$ cat src/rtl/sdram_arbiter_if.sv
// Client-port and controller-side signal bundle for the SDRAM arbiter.
// The master modport is the arbiter's view; slave is the view of clients plus controller.
interface sdram_arbiter_if;
   logic        ready;

   logic        a_req;
   logic        a_we;
   logic [23:0] a_addr;
   logic [15:0] a_din;
   logic [1:0]  a_bs;
   logic [15:0] a_dout;
   logic        a_ack;

   logic        b_req;
   logic        b_we;
   logic [23:0] b_addr;
   logic [15:0] b_din;
   logic [1:0]  b_bs;
   logic [15:0] b_dout;
   logic        b_ack;

   logic        mem_ce;
   logic        mem_we;
   logic        mem_refresh;
   logic [23:0] mem_addr;
   logic [15:0] mem_din;
   logic [1:0]  mem_bs;
   logic [15:0] mem_dout;

   modport master (
      output ready,
      input  a_req, a_we, a_addr, a_din, a_bs,
      output a_dout, a_ack,
      input  b_req, b_we, b_addr, b_din, b_bs,
      output b_dout, b_ack,
      output mem_ce, mem_we, mem_refresh, mem_addr, mem_din, mem_bs,
      input  mem_dout
   );

   modport slave (
      input  ready,
      output a_req, a_we, a_addr, a_din, a_bs,
      input  a_dout, a_ack,
      output b_req, b_we, b_addr, b_din, b_bs,
      input  b_dout, b_ack,
      input  mem_ce, mem_we, mem_refresh, mem_addr, mem_din, mem_bs,
      output mem_dout
   );
endinterface

$ cat src/rtl/sdram_arbiter.sv
// Sequencer in front of the SDRAM controller: runs the power-up refresh burst, then
// arbitrates refresh > port A > port B and drives held ce/refresh strobes with a one-clock gap.
module sdram_arbiter #(
   parameter int CYCLE_LEN        = 8,
   parameter int DATA_SAMPLE      = 7,
   parameter int REFRESH_INTERVAL = 999,
   parameter int INIT_CYCLES      = 1610
) (
   input logic              clk,
   input logic              reset,
   sdram_arbiter_if.master  bus
);

   localparam int CNT_W  = $clog2(CYCLE_LEN);
   localparam int INIT_W = $clog2(INIT_CYCLES);
   localparam int TMR_W  = $clog2(REFRESH_INTERVAL);

   typedef enum logic [1:0] {
      S_INIT,
      S_IDLE,
      S_RUN,
      S_GAP
   } state_t;

   state_t              r_state;
   state_t              w_nextState;
   logic [CNT_W-1:0]    r_cnt;
   logic [INIT_W-1:0]   r_initCnt;
   logic [TMR_W-1:0]    r_refTimer;
   logic                r_pending;
   logic                r_ready;
   logic                r_isRef;
   logic                r_portB;
   logic                r_we;
   logic [23:0]         r_addr;
   logic [15:0]         r_din;
   logic [1:0]          r_bs;
   logic [15:0]         r_aDout;
   logic [15:0]         r_bDout;

   logic                w_grantRef;
   logic                w_grantA;
   logic                w_grantB;
   logic                w_initDone;
   logic                w_wrap;
   logic                w_runLast;
   logic                w_sample;

   assign w_runLast = (r_cnt == CNT_W'(CYCLE_LEN - 1));
   assign w_wrap    = r_ready && (r_refTimer == TMR_W'(REFRESH_INTERVAL - 1));
   assign w_sample  = (r_state == S_RUN) && !r_isRef && !r_we && (r_cnt == CNT_W'(DATA_SAMPLE));

   always_ff @(posedge clk or posedge reset) begin
      if (reset) r_state <= S_INIT;
      else       r_state <= w_nextState;
   end

   // During init every GAP chains straight into another refresh; after ready we always pass through IDLE.
   always_comb begin
      w_nextState = r_state;
      w_grantRef  = 1'b0;
      w_grantA    = 1'b0;
      w_grantB    = 1'b0;
      w_initDone  = 1'b0;
      case (r_state)
         S_INIT: begin
            w_grantRef  = 1'b1;
            w_nextState = S_RUN;
         end
         S_IDLE: begin
            if (r_pending)       w_grantRef = 1'b1;
            else if (bus.a_req)  w_grantA   = 1'b1;
            else if (bus.b_req)  w_grantB   = 1'b1;
            if (r_pending || bus.a_req || bus.b_req) w_nextState = S_RUN;
         end
         S_RUN: begin
            if (w_runLast) w_nextState = S_GAP;
         end
         S_GAP: begin
            if (r_ready) begin
               w_nextState = S_IDLE;
            end else if (r_initCnt == INIT_W'(INIT_CYCLES - 1)) begin
               w_initDone  = 1'b1;
               w_nextState = S_IDLE;
            end else begin
               w_grantRef  = 1'b1;
               w_nextState = S_RUN;
            end
         end
         default: w_nextState = S_INIT;
      endcase
   end

   always_ff @(posedge clk or posedge reset) begin
      if (reset) begin
         r_cnt <= '0;
      end else if (w_grantRef || w_grantA || w_grantB) begin
         r_cnt <= '0;
      end else if (r_state == S_RUN) begin
         r_cnt <= r_cnt + 1'b1;
      end
   end

   // Command fields are frozen at the grant edge so the controller sees them steady for the whole cycle.
   always_ff @(posedge clk or posedge reset) begin
      if (reset) begin
         r_isRef <= 1'b0;
         r_portB <= 1'b0;
         r_we    <= 1'b0;
         r_addr  <= '0;
         r_din   <= '0;
         r_bs    <= '0;
      end else if (w_grantRef) begin
         r_isRef <= 1'b1;
         r_we    <= 1'b0;
      end else if (w_grantA) begin
         r_isRef <= 1'b0;
         r_portB <= 1'b0;
         r_we    <= bus.a_we;
         r_addr  <= bus.a_addr;
         r_din   <= bus.a_din;
         r_bs    <= bus.a_bs;
      end else if (w_grantB) begin
         r_isRef <= 1'b0;
         r_portB <= 1'b1;
         r_we    <= bus.b_we;
         r_addr  <= bus.b_addr;
         r_din   <= bus.b_din;
         r_bs    <= bus.b_bs;
      end
   end

   always_ff @(posedge clk or posedge reset) begin
      if (reset) begin
         r_initCnt <= '0;
         r_ready   <= 1'b0;
      end else begin
         if ((r_state == S_GAP) && !r_ready) r_initCnt <= r_initCnt + 1'b1;
         if (w_initDone)                     r_ready   <= 1'b1;
      end
   end

   // A wrap landing on the same edge as a refresh grant wins, so that refresh is not lost.
   always_ff @(posedge clk or posedge reset) begin
      if (reset) begin
         r_refTimer <= '0;
         r_pending  <= 1'b0;
      end else begin
         if (r_ready) r_refTimer <= w_wrap ? '0 : r_refTimer + 1'b1;
         if (w_wrap)                       r_pending <= 1'b1;
         else if (w_grantRef && r_ready)   r_pending <= 1'b0;
      end
   end

   always_ff @(posedge clk or posedge reset) begin
      if (reset) begin
         r_aDout <= '0;
         r_bDout <= '0;
      end else if (w_sample) begin
         if (r_portB) r_bDout <= bus.mem_dout;
         else         r_aDout <= bus.mem_dout;
      end
   end

   assign bus.ready       = r_ready;
   assign bus.mem_ce      = (r_state == S_RUN) && !r_isRef;
   assign bus.mem_refresh = (r_state == S_RUN) &&  r_isRef;
   assign bus.mem_we      = r_we;
   assign bus.mem_addr    = r_addr;
   assign bus.mem_din     = r_din;
   assign bus.mem_bs      = r_bs;
   assign bus.a_ack       = (r_state == S_GAP) && !r_isRef && !r_portB;
   assign bus.b_ack       = (r_state == S_GAP) && !r_isRef &&  r_portB;
   assign bus.a_dout      = r_aDout;
   assign bus.b_dout      = r_bDout;

endmodule

$ cat src/flat_wrapper.sv
// flat-port wrapper written by rule: the top's interface ports become plain ports
module sdram_arbiter_flat 
#(
   parameter int CYCLE_LEN        = 8,
   parameter int DATA_SAMPLE      = 7,
   parameter int REFRESH_INTERVAL = 999,
   parameter int INIT_CYCLES      = 1610
)
  (clk, reset, bus_ready, bus_a_req, bus_a_we, bus_a_addr, bus_a_din, bus_a_bs, bus_a_dout, bus_a_ack, bus_b_req, bus_b_we, bus_b_addr, bus_b_din, bus_b_bs, bus_b_dout, bus_b_ack, bus_mem_ce, bus_mem_we, bus_mem_refresh, bus_mem_addr, bus_mem_din, bus_mem_bs, bus_mem_dout);
  sdram_arbiter_if bus_i ();
  input logic clk;
  input logic reset;
  output wire logic [$bits(bus_i.ready)-1:0] bus_ready;
  input wire logic [$bits(bus_i.a_req)-1:0] bus_a_req;
  input wire logic [$bits(bus_i.a_we)-1:0] bus_a_we;
  input wire logic [$bits(bus_i.a_addr)-1:0] bus_a_addr;
  input wire logic [$bits(bus_i.a_din)-1:0] bus_a_din;
  input wire logic [$bits(bus_i.a_bs)-1:0] bus_a_bs;
  output wire logic [$bits(bus_i.a_dout)-1:0] bus_a_dout;
  output wire logic [$bits(bus_i.a_ack)-1:0] bus_a_ack;
  input wire logic [$bits(bus_i.b_req)-1:0] bus_b_req;
  input wire logic [$bits(bus_i.b_we)-1:0] bus_b_we;
  input wire logic [$bits(bus_i.b_addr)-1:0] bus_b_addr;
  input wire logic [$bits(bus_i.b_din)-1:0] bus_b_din;
  input wire logic [$bits(bus_i.b_bs)-1:0] bus_b_bs;
  output wire logic [$bits(bus_i.b_dout)-1:0] bus_b_dout;
  output wire logic [$bits(bus_i.b_ack)-1:0] bus_b_ack;
  output wire logic [$bits(bus_i.mem_ce)-1:0] bus_mem_ce;
  output wire logic [$bits(bus_i.mem_we)-1:0] bus_mem_we;
  output wire logic [$bits(bus_i.mem_refresh)-1:0] bus_mem_refresh;
  output wire logic [$bits(bus_i.mem_addr)-1:0] bus_mem_addr;
  output wire logic [$bits(bus_i.mem_din)-1:0] bus_mem_din;
  output wire logic [$bits(bus_i.mem_bs)-1:0] bus_mem_bs;
  input wire logic [$bits(bus_i.mem_dout)-1:0] bus_mem_dout;
  assign bus_ready = bus_i.ready;
  assign bus_i.a_req = bus_a_req;
  assign bus_i.a_we = bus_a_we;
  assign bus_i.a_addr = bus_a_addr;
  assign bus_i.a_din = bus_a_din;
  assign bus_i.a_bs = bus_a_bs;
  assign bus_a_dout = bus_i.a_dout;
  assign bus_a_ack = bus_i.a_ack;
  assign bus_i.b_req = bus_b_req;
  assign bus_i.b_we = bus_b_we;
  assign bus_i.b_addr = bus_b_addr;
  assign bus_i.b_din = bus_b_din;
  assign bus_i.b_bs = bus_b_bs;
  assign bus_b_dout = bus_i.b_dout;
  assign bus_b_ack = bus_i.b_ack;
  assign bus_mem_ce = bus_i.mem_ce;
  assign bus_mem_we = bus_i.mem_we;
  assign bus_mem_refresh = bus_i.mem_refresh;
  assign bus_mem_addr = bus_i.mem_addr;
  assign bus_mem_din = bus_i.mem_din;
  assign bus_mem_bs = bus_i.mem_bs;
  assign bus_i.mem_dout = bus_mem_dout;
  sdram_arbiter #(.CYCLE_LEN(CYCLE_LEN), .DATA_SAMPLE(DATA_SAMPLE), .REFRESH_INTERVAL(REFRESH_INTERVAL), .INIT_CYCLES(INIT_CYCLES)) u_core (.clk(clk), .reset(reset), .bus(bus_i));
endmodule
$ cat config.mk
export PLATFORM = sky130hd
export DESIGN_NAME = sdram_arbiter_flat
export DESIGN_NICKNAME = d
export VERILOG_FILES = /design/src/rtl/sdram_arbiter_if.sv /design/src/rtl/sdram_arbiter.sv /design/src/flat_wrapper.sv
export SDC_FILE = /design/constraint.sdc
export NUM_CORES = 1
export LEC_CHECK = 0
export ABC_AREA = 1
export CAP_MARGIN = 15
export CORE_UTILIZATION = 28
export CTS_CLUSTER_DIAMETER = 50
export DETAILED_ROUTE_END_ITERATION = 7
export MAX_ROUTING_LAYER = met4
export PLACE_DENSITY = 0.55
export SYNTH_ARGS = -nofsm -noshare
export SYNTH_HDL_FRONTEND = slang
export SYNTH_SLANG_ARGS = --single-unit
$ cat constraint.sdc
create_clock -name clk -period 3.8 [get_ports clk]
set_input_delay 0.76 -clock clk [delete_from_list [all_inputs] [get_ports clk]]
set_output_delay 0.76 -clock clk [all_outputs]
set_load 0.02 [all_outputs]
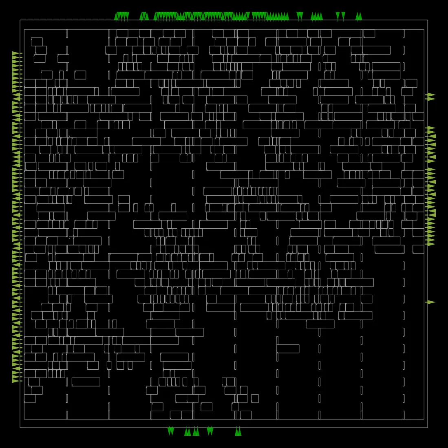
Run 1: placement view
non-filler instance count after layout: 968
fill cell count: 1,662
tapcells inserted: 220

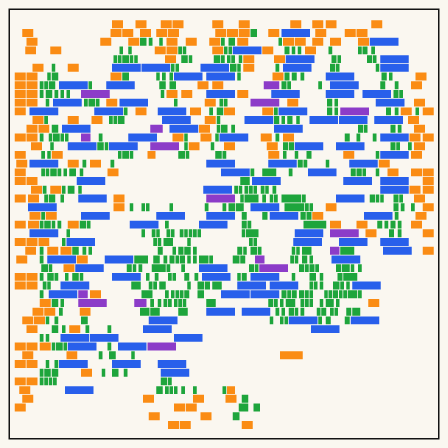
Run 1: placement by cell class
[clock drivers and dummy loads] purple | cells: 16 | share of their area: 4.3%
[registers] blue | cells: 105 | share of their area: 38%
[remaining buffers and delay cells] orange | cells: 188 | share of their area: 27%
[remaining logic cells] green | cells: 439 | share of their area: 30%

==> results.txt, run 1 <==
Implementation numbers.

- Looking at the clock tree report, the H-tree level count equals 3.
- The total routed wirelength is 13,100 microns.
- The tree is rooted in a clkbuf_16.
- Once routing completed, OpenROAD measured the worst setup slack at 1.12 ns.
- Relative to the synthesized area, the layout overhead comes to 47.2%.
- The count of input and output buffers is 185.
- The share of the clock period used by the worst path after layout is 70.6%.
- The number of global-route vias before repair is 4,242.
- The endpoint of the most critical register-to-register path is u_core.bus.mem_addr[19].
- The average wire per cell in the routed design is 13.5 microns.
- In this build the clock could be raised as far as 0.373 GHz.
- The leading register cell type out of synthesis is dfrtp_1.
- The worst supply voltage drop on vdd is 0.265 mV.
- The total nets after synthesis is 682.
- The worst setup slack before clock tree synthesis is 1.06 ns.
- The worst hold path passes through 2 cells.
- The flow ran to the end, and the final reports show no timing, DRC or antenna violations.
- The final antenna diode tally reported by the flow is 0.
- STA classifies the critical path endpoint as an output pin.
- The post-synthesis average cell area is 8.51 sq um.
- The area fraction of the dominant cell type after synthesis is 54.1%.
- The CTS tree is built.
- The number of enable flip-flop cells is 0.
- According to the Yosys statistics, the synthesized design has a chip area of 4850 sq um.
- The final layout net count is 855.
- The leakage power of the design is 3.25 nW.
- Sequential elements use 54.1% of the synthesized area.
- The registers of the reported paths see a clock transition of 0.08 ns.
- The overall chip area is 17,900 sq um.
- The vertical die dimension is 134 microns.
- The startpoint of the lowest-slack hold path is u_core.bus.b_dout[10].
- CTS added clock buffers totalling 9.
- The floorplan has 47 rows.
- The library cells used most frequently in the layout, excluding fill and tap cells, are 185 x clkdlybuf4s50_1, 178 x nand2_1, 105 x dfrtp_1, 65 x nor2_1, 43 x inv_1.
- In the floorplan report the effective utilization is 29.0%.
- The number of clock sinks is 105.
- Post-CTS timing repair inserted 0 buffers for setup.
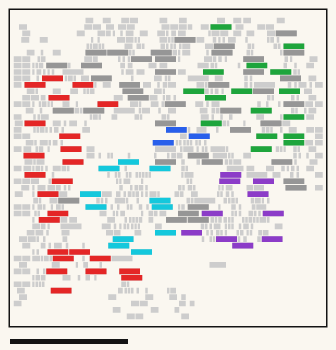
Run 1: sequential cells grouped by signal name
Scale bar: 50 microns. Other sequential cells in the stronger gray, the rest of the logic in the fainter gray.
[`u_core.bus.mem_addr`] red | sequential cells: 24
[`u_core.r_cnt`] blue | sequential cells: 3
[`u_core.bus.a_dout`] green | sequential cells: 16 | where: north-east
[`u_core.r_refTimer`] purple | sequential cells: 10
[`u_core.r_initCnt`] cyan | sequential cells: 11

==> run 1: cell usage after synthesis (all sizes together), types with 4 or more instances <==
cell and count:
a21oi 5, a31oi 42, buf 20, clkbuf 6, dfrtp 105, ha 6
inv 49, nand2 181, nand3 17, nand4 7, nor2 69, nor3 7
o21ai 39, xnor2 4, xor2 8
==> run 1: state kept, by name, summed over array words and instances, names as in the netlist <==
| register | flops |
|---|---|
| u_core.r_refTimer | 10 |
| u_core.bus.mem_din | 16 |
| u_core.bus.mem_bs | 2 |
| u_core.bus.a_dout | 16 |
| u_core.bus.b_dout | 16 |
| u_core.bus.mem_addr | 24 |
| u_core.r_state | 2 |
| u_core.bus.ready | 1 |
| u_core.r_cnt | 3 |
| u_core.r_isRef | 1 |
| u_core.r_pending | 1 |
| u_core.r_initCnt | 11 |
| u_core.bus.mem_we | 1 |
| u_core.r_portB | 1 |
==> run 1: area by class of cell <==
cell class	instances	share of cell area, %
Timing Repair Buffer	188	26.4
Clock buffer	10	3.35
Multi-Input combinational cell	390	26.2
Inverter	49	2.61
Clock inverter	6	0.806
Tap cell	220	3.85
Sequential cell	105	36.8
==> run 1: through the flow <==
step	area, sq um	hold slack (ns)
finish	7140	0.492
CTS	7140	0.499
floorplan	4850	0.470
detailed placement	6850	0.480
global placement	6850	0.474
global route	7140	0.526
==> run 1: logic make-up (layout without fill, tap and decap cells) <==
| family | Yosys count | after routing | share of synthesized area (%) |
|---|---|---|---|
| simple gates | 284 | 284 | 24.5 |
| xor+xnor | 12 | 12 | 2.17 |
| fa+ha+maj | 6 | 6 | 1.55 |
| compound gates | 88 | 88 | 10.3 |
| flops | 105 | 105 | 54.1 |
| buf+inv | 75 | 253 | 7.30 |
==> run 1: power by group <==
group          switching [mW]  internal (mW)
sequential              0.101           1.26
clock                   0.461          0.479
combinational           0.389          0.393
==> run 1: how the worst max path moves through the flow <==
stage                           start  cells past startpoint                     end
floorplan                       reset                      1    u_core.bus.a_dout[0]
global placement            bus_a_req                      6  u_core.bus.mem_addr[4]
detailed placement          bus_a_req                      6  u_core.bus.mem_addr[8]
CTS                 u_core.r_state[1]                      5         bus_mem_refresh
global route        u_core.r_state[1]                      5         bus_mem_refresh
finish              u_core.r_state[1]                      5              bus_mem_ce
==> run 1: layer usage <==
metal / part of all wire, % / wire, microns / GRT usage, %
met1: 45 / 5860 / 19.3
met2: 48 / 6250 / 25.1
met3: 6.4 / 836 / 4.72
met4: 1.1 / 146 / 4.55
met5: 0 / 0 / -
==> run 1: worst max-delay path, cell delays in order, from the launching register on <==
cell,delay (ns)
dfrtp_1,0.45
inv_2,0.08
nor2_4,0.14
inv_2,0.10
nor2_8,0.13
clkdlybuf4s50_1,0.66
## Run 2: what changed since run 1
==> constraint.sdc (replaced) <==
create_clock -name clk -period 2.6 [get_ports clk]
set_input_delay 0.52 -clock clk [delete_from_list [all_inputs] [get_ports clk]]
set_output_delay 0.52 -clock clk [all_outputs]
set_load 0.02 [all_outputs]
==> results.txt, run 2 <==
Implementation numbers.

- The first TritonRoute pass finished after 6 iterations.
- The H-tree depth is 3 (unchanged).
- The capturing element type of the critical path is an output pin.
- The clock network fraction of total power is 29.6% (-0.9 points).
- The post-synthesis chip area from yosys was 4850 sq um (unchanged).
- The highest clock rate this design can be run at is 0.420 GHz.
- The overall chip area is 17,900 sq um (unchanged).
- The number of flip-flops in the largest register is 24 (unchanged).
- The hold-critical path depth is 2 (unchanged).
- The total nets after synthesis is 682 (unchanged).
- The leakage power of the design is 3.26 nW (+0.28%).
- The CTS tree is built.
- The number of placement rows is 47 (unchanged).
- Per the detail_route log, the uppermost layer with routed signals is met4.
- The worst supply voltage drop on vdd is 0.301 mV (+14%).
- The share of the clock period used by the worst path after layout is 91.7%.
- The switching fraction of total power came to 31.0% (+0.11 points).
- The number of global-route vias before repair came to 4,448 (+4.9%).
- The data arrival at the endpoint of the critical path is 1.86 ns.
- The total routed wirelength is 13,200 microns (+0.63%).
- The area fraction of the dominant cell type after synthesis is 54.1% (unchanged).
- For this run, the number of Yosys warnings is 0.
- The count of fill cells added during filler insertion is 1,639 (-1.4%).
- The vertical die dimension is 134 microns (unchanged).
- The length of routed met3 wiring is 990 microns (+18%).
- The flow measured a signed area growth from synthesis to layout of 48.3%.
- The number of buffers inserted during clock tree synthesis is 9 (unchanged).
- Synthesis instantiated 31 different standard cells from the library.
- The final layout net count came to 858 (+0.35%).
- The register share after synthesis was 54.1% (unchanged).
- The average wire per cell in the routed design is 13.6 microns (+0.32%).
- The number of enable flip-flop cells is 0 (unchanged).
- Per the hold report, the tightest min-delay path originates at u_core.bus.b_dout[12].
- The cell internal power dissipation was 3.08 mW (+45%).
- The I/O pin count is 186.
- The endpoint of the most critical register-to-register path is u_core.r_refTimer[0].
- The fraction of power consumed by sequential logic is 44.4% (+0.3 points).
- The cell type contributing the most total cell area after synthesis is dfrtp_1.
- By count the netlist is led by 178 x nand2_1, 105 x dfrtp_1, 65 x nor2_1.
- The most numerous cell in the Yosys netlist is nand2_1.
- The run finished with clean final reports.
- The wire length on met1 came to 5750 microns (-1.9%).
- The total cells reported by yosys after synthesis is 570.
- The met2 wirelength from detailed routing is 6180 microns (-1.1%).
- The number of clock sinks was 105 (unchanged).
- The net switching power is 1.38 mW (+46%).
- The clock slew at the register clock pins of the worst setup and hold paths is 0.07 ns (about the same).
- The number of antenna diodes is 0 (unchanged).
- In the layout the commonest cells are 185 x clkdlybuf4s50_1, 178 x nand2_1, 105 x dfrtp_1, 65 x nor2_1, 43 x inv_1.
- The number of pins exceeding their max-slew limit in the final report is 0.
- In the synthesized netlist, the number of instances is 570.
- Per the synth stats, the proportion of register bits with asynchronous set or reset is 100%.
- The post-synthesis average cell area is 8.51 sq um (unchanged).
- The part of the power in combinational logic is 26.0% (+0.6 points).
- The count of input and output buffers is 185 (unchanged).
- The post-CTS repair timing setup buffer count is 0 (unchanged).
- The maximum fanout count along the critical path is 5.
- The leading register cell type out of synthesis is dfrtp_1.
- The average via count per standard cell is 4.55.
## run 2: cell counts after synthesis
No cell type changed its count.
## run 2: critical path, cell delays in order (launching register included)
cell and delay, ns:
dfrtp_1 0.43, inv_2 0.08, nor2_4 0.13, inv_2 0.10
nor2_8 0.13, clkdlybuf4s50_1 0.63
## run 2: logic make-up (layout without fill, tap and decap cells)
logic type / count (synthesis) / count (layout) / synth area share [%]
compound gates: 88 / 88 / 10.3
xor+xnor: 12 / 12 / 2.17
fa+ha+maj: 6 / 6 / 1.55
buf+inv: 75 / 256 / 7.30
flops: 105 / 105 / 54.1
simple gates: 284 / 284 / 24.5
## run 2: worst max-delay path by stage
stage / from / slack, ns / to / cells past startpoint
after floorplan: reset / 0.82 / u_core.bus.a_dout[0] / 1
after global placement: u_core.r_state[1] / 0.64 / bus_mem_ce / 5
after detailed placement: u_core.r_state[1] / 0.60 / bus_mem_ce / 5
after CTS: u_core.r_state[1] / 0.19 / bus_mem_ce / 5
after global routing: u_core.r_state[1] / 0.09 / bus_mem_ce / 5
final: u_core.r_state[1] / 0.22 / bus_mem_ce / 5
## run 2: metrics by stage
step | hold slack [ns] | worst slack (ns) | cells | utilization [%] | area (sq um)
floorplan | 0.470 | 0.820 | 570 | - | 4860
global placement | 0.471 | 0.636 | 955 | 41.2 | 6910
detailed placement | 0.480 | 0.595 | 955 | 41.2 | 6910
CTS | 0.498 | 0.186 | 971 | 43.0 | 7200
global route | 0.513 | 0.0862 | 971 | 43.0 | 7200
finish | 0.491 | 0.217 | 971 | 43.0 | 7200
## run 2: layout make-up
class,instances,area (sq um),area share [%]
flip-flops and latches,105,2630,36.5
repair buffers,191,1950,27.0
multi-input cells,390,1870,26.0
well taps,220,275,3.82
clock buffers,9,225,3.13
inverters,49,188,2.61
clock inverters,7,65.1,0.904
## run 2: power by group through the flow
stage	registers, mW	logic, mW	clock network, mW
6_report	1.98	1.16	1.32
2_1_floorplan	2.17	0.407	0
3_3_place_gp	2.01	1.15	0
4_1_cts	1.98	1.18	1.38
3_5_place_dp	2.01	1.17	0
5_1_grt	2.01	1.27	1.44
## run 2: per-layer routing
metal	GRT usage (%)	vias up
met2	25.5	170
met4	4.61	0
met1	19.2	2040
met3	5.44	25
met5	-	-
li1	-	2186
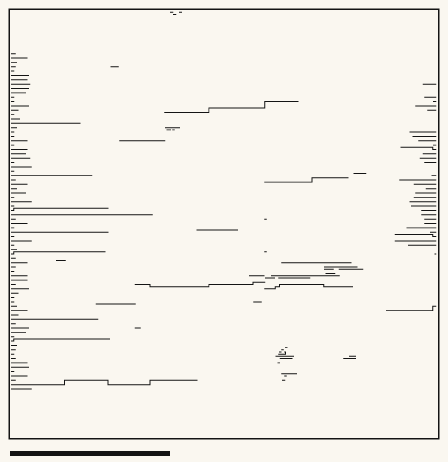
Run 2: M3 wires
Scale bar: 50 microns.
wire length on this layer: 991 microns
share of all routed wire: 7.5%
longest straight run: 43.9 microns
nets with wire on the layer: 136
main direction: horizontal
global routing met3 resource utilization: 5.44%
vias post-DR: 4,421

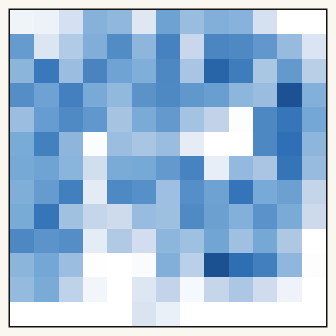
Run 2: placement density heat map
The die is cut into 13 by 13 equal tiles; white is low, dark blue is high, 0 to 100% covered.
nearly empty tiles: 14%
tiles over 75% full: 1.8%
densest ninth of the die: north
fullest tile: 87%
mean over tiles: 39%
Starting Density: 29.0%
final cell utilization of the core: 43.0%
Core Box Area: 16,800 sq um

## Run 3: what changed since run 2
--- a/config.mk
+++ b/config.mk
@@ -12,6 +12,7 @@
 export DETAILED_ROUTE_END_ITERATION = 7
 export MAX_ROUTING_LAYER = met4
 export PLACE_DENSITY = 0.55
+export SETUP_SLACK_MARGIN = 0.05
 export SYNTH_ARGS = -nofsm -noshare
 export SYNTH_HDL_FRONTEND = slang
 export SYNTH_SLANG_ARGS = --single-unit
==> results.txt, run 3 <==
Implementation numbers.

- The average wire per cell in the routed design is 13.6 microns (unchanged).
- The number of pins exceeding their max-slew limit in the final report is 0 (unchanged).
- The final layout net count came to 858 (unchanged).
- The post-synthesis chip area from yosys is 4850 sq um (unchanged).
- The worst supply voltage drop on vdd is 0.301 mV (unchanged).
- The total cells reported by yosys after synthesis is 570 (unchanged).
- The footprint of the flip-flops and latches is 2630 sq um (unchanged).
- The overall chip area came to 17,900 sq um (unchanged).
- The leakage power of the design is 3.26 nW (unchanged).
- The count of fill cells added during filler insertion is 1,639 (unchanged).
- The flow ran to the end, and the final reports show no timing, DRC or antenna violations.
- The yosys warning tally was 0 (unchanged).
- The worst setup slack before clock tree synthesis came to 0.595 ns (unchanged).
- The post-detailed-placement cell area is 6910 sq um (unchanged).
- The post-CTS repair timing setup buffer count is 0 (unchanged).
- The post-route core utilization is 43.0% (unchanged).
- The count of input and output buffers is 185 (unchanged).
- The combinational gate area is 1870 sq um (unchanged).
- The vertical die dimension came to 134 microns (unchanged).
- The data arrival at the endpoint of the critical path is 1.86 ns (about the same).
- The post-synthesis instance total is 570 (unchanged).
- The average via count per standard cell is 4.55 (unchanged).
- The instance count after placement with tap cells included came to 955 (unchanged).
- The number of buffers inserted during clock tree synthesis is 9 (unchanged).
- The number of antenna diodes is 0 (unchanged).
- The number of iterations in the first detailed-routing pass is 6 (unchanged).
- The register share after synthesis is 54.1% (unchanged).
- The hold-critical path depth is 2 (unchanged).
- The number of standard cells in the layout, taps in and fillers out is 971 (unchanged).
- The detailed-route via count is 4,421 (unchanged).
- The share of the clock period used by the worst path after layout is 91.7% (unchanged).
- Sorting the Yosys area breakdown by cell type puts at the top dfrtp_1.
- The post-synthesis average cell area is 8.51 sq um (unchanged).
- The total nets after synthesis came to 682 (unchanged).
- The final hold slack is 0.491 ns (unchanged).
- The number of flip-flops in the largest register came to 24 (unchanged).
- The most numerous cell in the Yosys netlist is nand2_1.
- The worst-case setup margin in the final layout is 0.217 ns (unchanged).
- The H-tree depth is 3 (unchanged).
- The number of distinct library cells after synthesis is 31 (unchanged).
- The maximum fanout count along the critical path is 5 (unchanged).
- The clock slew at the register clock pins of the worst setup and hold paths is 0.07 ns (about the same).
- By instance count after routing, the leading logic cell types are 185 x clkdlybuf4s50_1, 178 x nand2_1, 105 x dfrtp_1, 65 x nor2_1, 43 x inv_1.
- The synthesis run shows the most used standard cells to be 178 x nand2_1, 105 x dfrtp_1, 65 x nor2_1.
- The core outline area is 16,800 sq um (unchanged).
- The leading register cell type out of synthesis is dfrtp_1.
- The cell area after layout is 7200 sq um (unchanged).
- The maximum clock rate came to 0.420 GHz (unchanged).
- The I/O pin count came to 186 (unchanged).
==> run 3: area by class of cell <==
type,count,area share (%)
sequential,105,36.5
clock buffer,9,3.13
timing repair buffer,191,27.0
inverter,49,2.61
tap,220,3.82
multi-input combinational,390,26.0
clock inverter,7,0.904
==> run 3: cells by family (layout without fill, tap and decap cells) <==
kind of cell | after synthesis | in the layout | synth area share, %
buf+inv | 75 | 256 | 7.30
flops | 105 | 105 | 54.1
compound gates | 88 | 88 | 10.3
xor+xnor | 12 | 12 | 2.17
fa+ha+maj | 6 | 6 | 1.55
simple gates | 284 | 284 | 24.5
==> run 3: routing by layer <==
layer  track usage (%)  routed length [microns]
met5                 -                        0
met4              4.61                      256
met3              5.44                      990
met2              25.5                     6180
met1              19.2                     5750
==> run 3: power by group <==
group / internal (mW) / switching (mW) / total, mW
Clock: 0.668 / 0.657 / 1.32
Combinational: 0.579 / 0.582 / 1.16
Sequential: 1.84 / 0.147 / 1.98
==> run 3: worst max-delay path, cell delays in order, from the launching register on <==
cell and delay (ns):
dfrtp_1 0.43, inv_2 0.08, nor2_4 0.13, inv_2 0.10
nor2_8 0.13, clkdlybuf4s50_1 0.63
==> run 3: worst paths after layout <==
check / start / to
worst min register to register: u_core.bus.b_dout[12] / u_core.bus.b_dout[12]
worst min-delay path: u_core.bus.b_dout[12] / u_core.bus.b_dout[12]
worst max-delay path: u_core.r_state[1] / bus_mem_ce
worst max register to register: u_core.bus.ready / u_core.r_refTimer[0]
min in group asynchronous: reset / u_core.bus.a_dout[5]
max in group asynchronous: reset / u_core.bus.mem_bs[1]
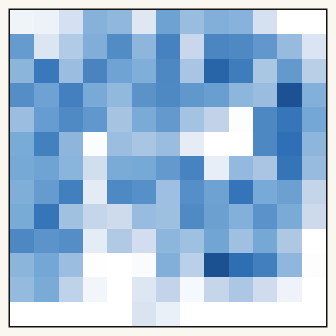
Run 3: placement density heat map
The die is cut into 13 by 13 equal tiles; white is low, dark blue is high, 0 to 100% covered.
mean over tiles: 39%
densest ninth of the die: north
nearly empty tiles: 14%

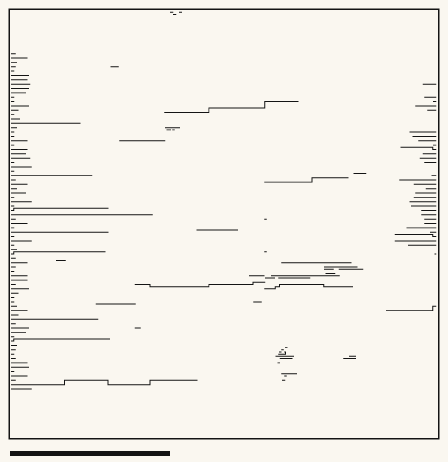
Run 3: M3 wires
Scale bar: 50 microns.
wire length on this layer: 991 microns
longest straight run: 43.9 microns
aggregate routed wire length: 13,200 microns

Power is estimated from default activity; no workload was simulated.
